==> src/rtl/uart_pkg.sv <==
// Shared UART definitions: parity selection, transmitter FSM states and the
// frame-length helper used to size the bit counter.
package uart_pkg;

  typedef enum logic [1:0] {
    PAR_NONE = 2'd0,
    PAR_ODD  = 2'd1,
    PAR_EVEN = 2'd2
  } parity_t;

  typedef enum logic [2:0] {
    IDLE,
    START,
    DATA,
    PARITY,
    STOP
  } tx_state_t;

  // Serial bits in one frame: start + data + optional parity + stop bits.
  function automatic int unsigned frame_bits(input int unsigned data_bits,
                                             input int unsigned parity,
                                             input int unsigned stop_bits);
    return 1 + data_bits + ((parity != 0) ? 1 : 0) + stop_bits;
  endfunction

endpackage

==> src/rtl/uart_fifo.sv <==
// Synchronous FIFO with asynchronous active-low reset.
// Ports:
//   clk_i, rst_ni         clock, async active-low reset
//   push_i, data_i        write request and word (ignored while full)
//   pop_i,  data_o        read request (ignored while empty), head word
//   full_o, empty_o       status flags
//   count_o               words currently held
module uart_fifo #(
  parameter int unsigned width = 8,
  parameter int unsigned depth = 4
) (
  input  logic                     clk_i,
  input  logic                     rst_ni,
  input  logic                     push_i,
  input  logic [width-1:0]         data_i,
  input  logic                     pop_i,
  output logic [width-1:0]         data_o,
  output logic                     full_o,
  output logic                     empty_o,
  output logic [$clog2(depth):0]   count_o
);

  localparam int unsigned AW = $clog2(depth);

  logic [width-1:0] mem_q [depth];
  logic [AW-1:0]    wr_q, rd_q;
  logic [AW:0]      cnt_q;
  logic             do_push, do_pop;

  assign full_o  = (cnt_q == (AW+1)'(depth));
  assign empty_o = (cnt_q == '0);
  assign do_push = push_i & ~full_o;
  assign do_pop  = pop_i & ~empty_o;
  assign data_o  = mem_q[rd_q];
  assign count_o = cnt_q;

  always_ff @(posedge clk_i or negedge rst_ni) begin
    if (!rst_ni) begin
      wr_q  <= '0;
      rd_q  <= '0;
      cnt_q <= '0;
    end else begin
      if (do_push) wr_q <= wr_q + 1'b1;
      if (do_pop)  rd_q <= rd_q + 1'b1;
      case ({do_push, do_pop})
        2'b10:   cnt_q <= cnt_q + 1'b1;
        2'b01:   cnt_q <= cnt_q - 1'b1;
        default: cnt_q <= cnt_q;
      endcase
    end
  end

  always_ff @(posedge clk_i) begin
    if (do_push) mem_q[wr_q] <= data_i;
  end

endmodule

==> src/rtl/uart_tx_fifo.sv <==
// UART transmitter with input FIFO, configurable frame and clear-to-send.
// Ports:
//   _clock, _reset_n   clock, async active-low reset
//   _in, _in_valid     word to send and its strobe
//   _in_ready          FIFO not full
//   _cts               permits a new frame (sampled in IDLE / end of stop)
//   _out               registered serial line, idle high, LSB first
//   _busy              frame in progress or FIFO non-empty
//   _fifo_count        words held in the FIFO
module uart_tx_fifo
  import uart_pkg::*;
#(
  parameter int unsigned clocks_per_bit = 4,
  parameter int unsigned data_bits      = 8,
  parameter int unsigned parity_mode    = 0,
  parameter int unsigned stop_bits      = 1,
  parameter int unsigned fifo_depth     = 4
) (
  input  logic                          _clock,
  input  logic                          _reset_n,
  input  logic [data_bits-1:0]          _in,
  input  logic                          _in_valid,
  output logic                          _in_ready,
  input  logic                          _cts,
  output logic                          _out,
  output logic                          _busy,
  output logic [$clog2(fifo_depth):0]   _fifo_count
);

  if (clocks_per_bit < 2 || clocks_per_bit > 65535) begin : g_bad_cpb
    $error("uart_tx_fifo: clocks_per_bit out of range");
  end
  if (data_bits < 5 || data_bits > 9) begin : g_bad_db
    $error("uart_tx_fifo: data_bits out of range");
  end
  if (parity_mode > 2) begin : g_bad_par
    $error("uart_tx_fifo: parity_mode must be 0, 1 or 2");
  end
  if (stop_bits < 1 || stop_bits > 2) begin : g_bad_stop
    $error("uart_tx_fifo: stop_bits must be 1 or 2");
  end
  if (fifo_depth < 2 || (fifo_depth & (fifo_depth - 1)) != 0) begin : g_bad_depth
    $error("uart_tx_fifo: fifo_depth must be a power of two >= 2");
  end

  localparam int unsigned FB            = frame_bits(data_bits, parity_mode, stop_bits);
  localparam parity_t     PMODE         = parity_t'(parity_mode[1:0]);
  localparam logic [15:0] DLY_LAST      = 16'(clocks_per_bit - 1);
  localparam logic [3:0]  BIT_LAST_DATA = 4'(data_bits);
  localparam logic [3:0]  BIT_LAST      = 4'(FB - 1);

  tx_state_t            state_q, state_d;
  logic [15:0]          dly_q, dly_d;
  logic [3:0]           bit_q, bit_d;
  logic [data_bits-1:0] shift_q, shift_d;
  logic                 par_q, par_d;
  logic                 out_q, out_d;

  logic                 pop, load, boundary, can_load, fifo_full, fifo_empty, par_bit;
  logic [data_bits-1:0] fifo_data;

  uart_fifo #(
    .width(data_bits),
    .depth(fifo_depth)
  ) u_fifo (
    .clk_i  (_clock),
    .rst_ni (_reset_n),
    .push_i (_in_valid),
    .data_i (_in),
    .pop_i  (pop),
    .data_o (fifo_data),
    .full_o (fifo_full),
    .empty_o(fifo_empty),
    .count_o(_fifo_count)
  );

  assign _in_ready = ~fifo_full;
  assign _out      = out_q;
  assign _busy     = (state_q != IDLE) | ~fifo_empty;
  assign boundary  = (dly_q == DLY_LAST);
  assign can_load  = ~fifo_empty & _cts;
  // Accumulator holds XOR of the bits already sent; fold in the last one.
  assign par_bit   = (PMODE == PAR_ODD) ? ~(par_q ^ shift_q[0]) : (par_q ^ shift_q[0]);

  always_comb begin
    state_d = state_q;
    dly_d   = dly_q;
    bit_d   = bit_q;
    shift_d = shift_q;
    par_d   = par_q;
    out_d   = out_q;
    load    = 1'b0;
    pop     = 1'b0;

    if (state_q != IDLE) begin
      dly_d = boundary ? '0 : dly_q + 16'd1;
      if (boundary) bit_d = bit_q + 4'd1;
    end

    case (state_q)
      IDLE: begin
        if (can_load) load = 1'b1;
      end
      START: begin
        if (boundary) begin
          state_d = DATA;
          out_d   = shift_q[0];
        end
      end
      DATA: begin
        if (boundary) begin
          shift_d = shift_q >> 1;
          par_d   = par_q ^ shift_q[0];
          if (bit_q == BIT_LAST_DATA) begin
            if (PMODE != PAR_NONE) begin
              state_d = PARITY;
              out_d   = par_bit;
            end else begin
              state_d = STOP;
              out_d   = 1'b1;
            end
          end else begin
            out_d = shift_q[1];
          end
        end
      end
      PARITY: begin
        if (boundary) begin
          state_d = STOP;
          out_d   = 1'b1;
        end
      end
      STOP: begin
        if (boundary && bit_q == BIT_LAST) begin
          if (can_load) begin
            load = 1'b1;
          end else begin
            state_d = IDLE;
            bit_d   = '0;
            out_d   = 1'b1;
          end
        end
      end
      default: begin
        state_d = IDLE;
        out_d   = 1'b1;
      end
    endcase

    // Shared by IDLE and end-of-stop so back-to-back frames have no gap.
    if (load) begin
      pop     = 1'b1;
      shift_d = fifo_data;
      par_d   = 1'b0;
      bit_d   = '0;
      dly_d   = '0;
      state_d = START;
      out_d   = 1'b0;
    end
  end

  always_ff @(posedge _clock or negedge _reset_n) begin
    if (!_reset_n) begin
      state_q <= IDLE;
      dly_q   <= '0;
      bit_q   <= '0;
      shift_q <= '0;
      par_q   <= 1'b0;
      out_q   <= 1'b1;
    end else begin
      state_q <= state_d;
      dly_q   <= dly_d;
      bit_q   <= bit_d;
      shift_q <= shift_d;
      par_q   <= par_d;
      out_q   <= out_d;
    end
  end

endmodule

==> config.mk <==
export PLATFORM = sky130hd
export DESIGN_NAME = uart_tx_fifo
export DESIGN_NICKNAME = d
export VERILOG_FILES = /design/src/rtl/uart_pkg.sv /design/src/rtl/uart_fifo.sv /design/src/rtl/uart_tx_fifo.sv
export SDC_FILE = /design/constraint.sdc
export NUM_CORES = 1
export LEC_CHECK = 0
export CAP_MARGIN = 10
export CORE_ASPECT_RATIO = 0.9
export CORE_UTILIZATION = 59
export CTS_CLUSTER_DIAMETER = 120
export DETAILED_ROUTE_END_ITERATION = 10
export PLACE_DENSITY = 0.79
export SLEW_MARGIN = 10
export SYNTH_ARGS = -nofsm -noshare
export SYNTH_HDL_FRONTEND = slang
export SYNTH_SLANG_ARGS = --single-unit
==> constraint.sdc <==
create_clock -name _clock -period 3.6 [get_ports _clock]
set_clock_uncertainty 0.1 [all_clocks]
set_input_delay 0.54 -clock _clock [delete_from_list [all_inputs] [get_ports _clock]]
set_output_delay 0.54 -clock _clock [all_outputs]
set_load 0.05 [all_outputs]
==> results.json <==
{
  "yosys_cells": 270,
  "postCtsSetupBuffers": 0,
  "grt_pass1_wl_mm": 9.87,
  "ys_ff": 71,
  "leakagePower_uw": 0.00149,
  "grt-ovfl-total": 0,
  "worst_slack_ns": 0.726,
  "first_global_vias": 2037,
  "worst_pin_slew_ns": 0.846,
  "synth_cell_types": 56,
  "startpoint_type": "flop",
  "r2r_start": "state_q[2]",
  "hold_ws_ns": 0.198,
  "grt.total_usage_pct": 22.9,
  "r2r-end": "u_fifo.count_o[2]",
  "syn_area_per_cell_um2": 12.6,
  "avgViaCountPerCell": 5.84,
  "min_path_type": "in -> async",
  "path_clk_slew_ns": 0.08,
  "antenna_found_initial": 0,
  "crit_required_ns": 3.77,
  "critPathCaptureType": "flop",
  "chipArea_mm2": 0.00607,
  "tns_ns": 0,
  "firstDrtPassIters": 4,
  "htreeDepth": 3,
  "p_total_uw": 2070,
  "grt_max_degree": 40,
  "worst-r2r-cell-count": 10,
  "irDropWorstVdd_mv": 0.671,
  "rsz0062_at_grt": "no",
  "ys_async_sr_fraction_pct": 54.9,
  "synth_area_leader_cell": "edfxtp_1",
  "cts.sinks": 71,
  "row_count": 25,
  "edf_count": 32,
  "ys_dominant_reg_cell": "dfrtp_1",
  "mostFrequentLayoutCell": "dfrtp_1",
  "synth_nets": 292,
  "fp.dieW_um": 82.0,
  "maxCapViolations": 0,
  "fp_util_pct": 62.8,
  "fin_crit_sh_pct": 79.8,
  "cp.arrival_ns": 3.05,
  "status": "finished clean",
  "regArea_mm2": 0.00194,
  "yosysWarnings": 0,
  "max_freq_ghz": 0.348,
  "cts-resized-gates": 0,
  "lay_top_cells": "dfrtp_1, edfxtp_1, nor2_1",
  "drv_slew": 0,
  "logic_area_mm2": 0.00135,
  "syn_to_final_growth_pct": 12.3,
  "wl_per_cell_um": 16.2,
  "clockBufferDepth": 2,
  "warnings": 31,
  "path_class": "reg -> reg",
  "ys_area_mm2": 0.00340,
  "drc_errors": 0,
  "crit_fanout": 17,
  "hpwl_mm": 4.14,
  "gp_congestion": 0.808,
  "fin_nets": 313,
  "fin_crit_ns": 2.87,
  "crit_path_start": "state_q[2]",
  "fin_util_pct": 70.6,
  "synth_area_mm2": 0.00340,
  "slew-limit-headroom_pct": 43.6,
  "ant_nets": 0,
  "reg2reg_slack_ns": 0.73,
  "final_hold_viol_count": 0,
  "cts_hold_buffers": 0,
  "top_cells_by_area": "edfxtp_1, dfrtp_1, mux4_2",
  "diodes": 0
}
area by class of cell:
type	count	area share, %
Timing Repair Buffer	19	4.72
Sequential cell	71	50.8
Clock buffer	9	3.24
Tap cell	67	2.20
Inverter	12	1.18
Clock inverter	7	2.69
Multi-Input combinational cell	178	35.2
worst max-delay path, stage by stage, from the launching register on:
cell     delay (ns)
dfrtp_1        0.50
or3_1          0.60
nor2_2         0.19
a31oi_4        0.06
inv_2          0.24
ha_1           0.23
inv_1          0.06
fa_1           0.38
xor2_1         0.16
nor2_1         0.13
xor2_1         0.15
flip-flops by register name, indices dropped and copies added (netlist names):
name	count
u_fifo.mem_q	32
_out	1
u_fifo.wr_q	2
state_q	3
bit_q	4
dly_q	16
shift_q	8
u_fifo.rd_q	2
u_fifo.count_o	3
synthesized netlist by cell type, types with 2 or more instances:
| library cell | instances |
|---|---|
| mux4_2 | 8 |
| xnor2_1 | 15 |
| o22ai_1 | 3 |
| nand2_1 | 21 |
| buf_2 | 2 |
| o21ai_0 | 14 |
| nor2_1 | 24 |
| nand3_1 | 12 |
| mux2i_1 | 7 |
| nand4_1 | 2 |
| clkbuf_1 | 2 |
| xor2_1 | 3 |
| a21oi_1 | 4 |
| and3_1 | 6 |
| edfxtp_1 | 32 |
| nor3_1 | 14 |
| o31ai_2 | 2 |
| nand2b_1 | 2 |
| buf_6 | 2 |
| nor4_2 | 3 |
| nor2_2 | 2 |
| inv_1 | 11 |
| dfrtp_1 | 38 |
| ha_1 | 9 |
worst max-delay path by stage:
stage	slack [ns]	cells past startpoint	to
6_report	0.73	10	u_fifo.count_o[2]
5_1_grt	0.59	10	u_fifo.count_o[2]
4_1_cts	0.71	10	u_fifo.count_o[2]
3_5_place_dp	0.41	11	u_fifo.count_o[2]
3_3_place_gp	0.53	11	u_fifo.count_o[2]
2_1_floorplan	0.72	9	u_fifo.count_o[2]
power by group:
group	internal, uW	total, uW	switching, uW
logic	124	349	225
registers	956	1020	60.2
clock network	398	709	310
kinds of logic (layout without fill, tap and decap cells):
family                   count (synthesis)  count (layout)  share of synthesized area (%)
AND/OR/NAND/NOR                        100             100                           15.7
buffers and inverters                   21              47                           3.42
adder cells (fa/ha/maj)                 10              10                           3.90
flip-flops                              71              71                           57.0
AND-OR/OR-AND                           34              34                           7.62
multiplexers                            16              16                           7.69
XOR/XNOR                                18              18                           4.64
stage by stage:
step / area [um^2] / std cells
after floorplan: 3400 / 270
after global placement: 3590 / 347
after detailed placement: 3590 / 347
after CTS: 3820 / 363
after global routing: 3820 / 363
final: 3820 / 363
per-layer routing:
metal,GRT usage [%],share of wire [%],vias up
li1,-,-,1017
met1,34.4,50,1041
met2,31.2,44,51
met3,6.75,4.5,10
met4,9.36,1.3,0
met5,0,0,-
==> images/m2.png <==
Scale: 6 px per um. Cells faint in the background.
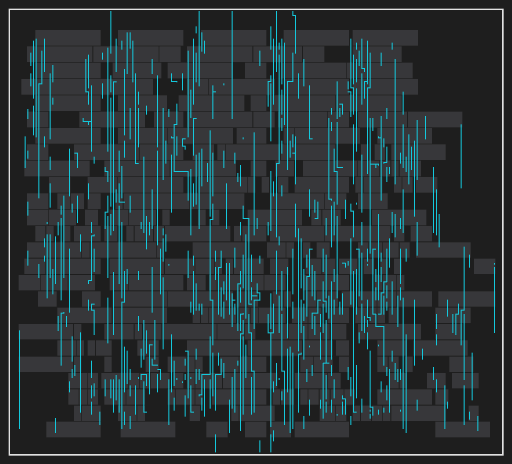
The layer carries 2580 um of wire. The longest straight run is 24.8 um. 258 nets have wire on it. The layer holds 44% of the routed length. The wires run mostly vertical.
Total Wirelength: 5.89 mm
vias: 2119
met2 Use GR: 31.2%

==> images/port_trees.png <==
Scale: 4 px per um.
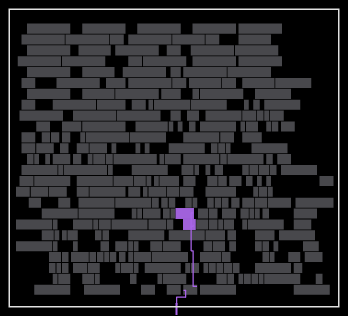
Purple is _cts, direction input, end cells 2, buffers 1, wire 27.7 um.
IO Count: 18
# port buffers: 17

Power is estimated from default activity; no workload was simulated.
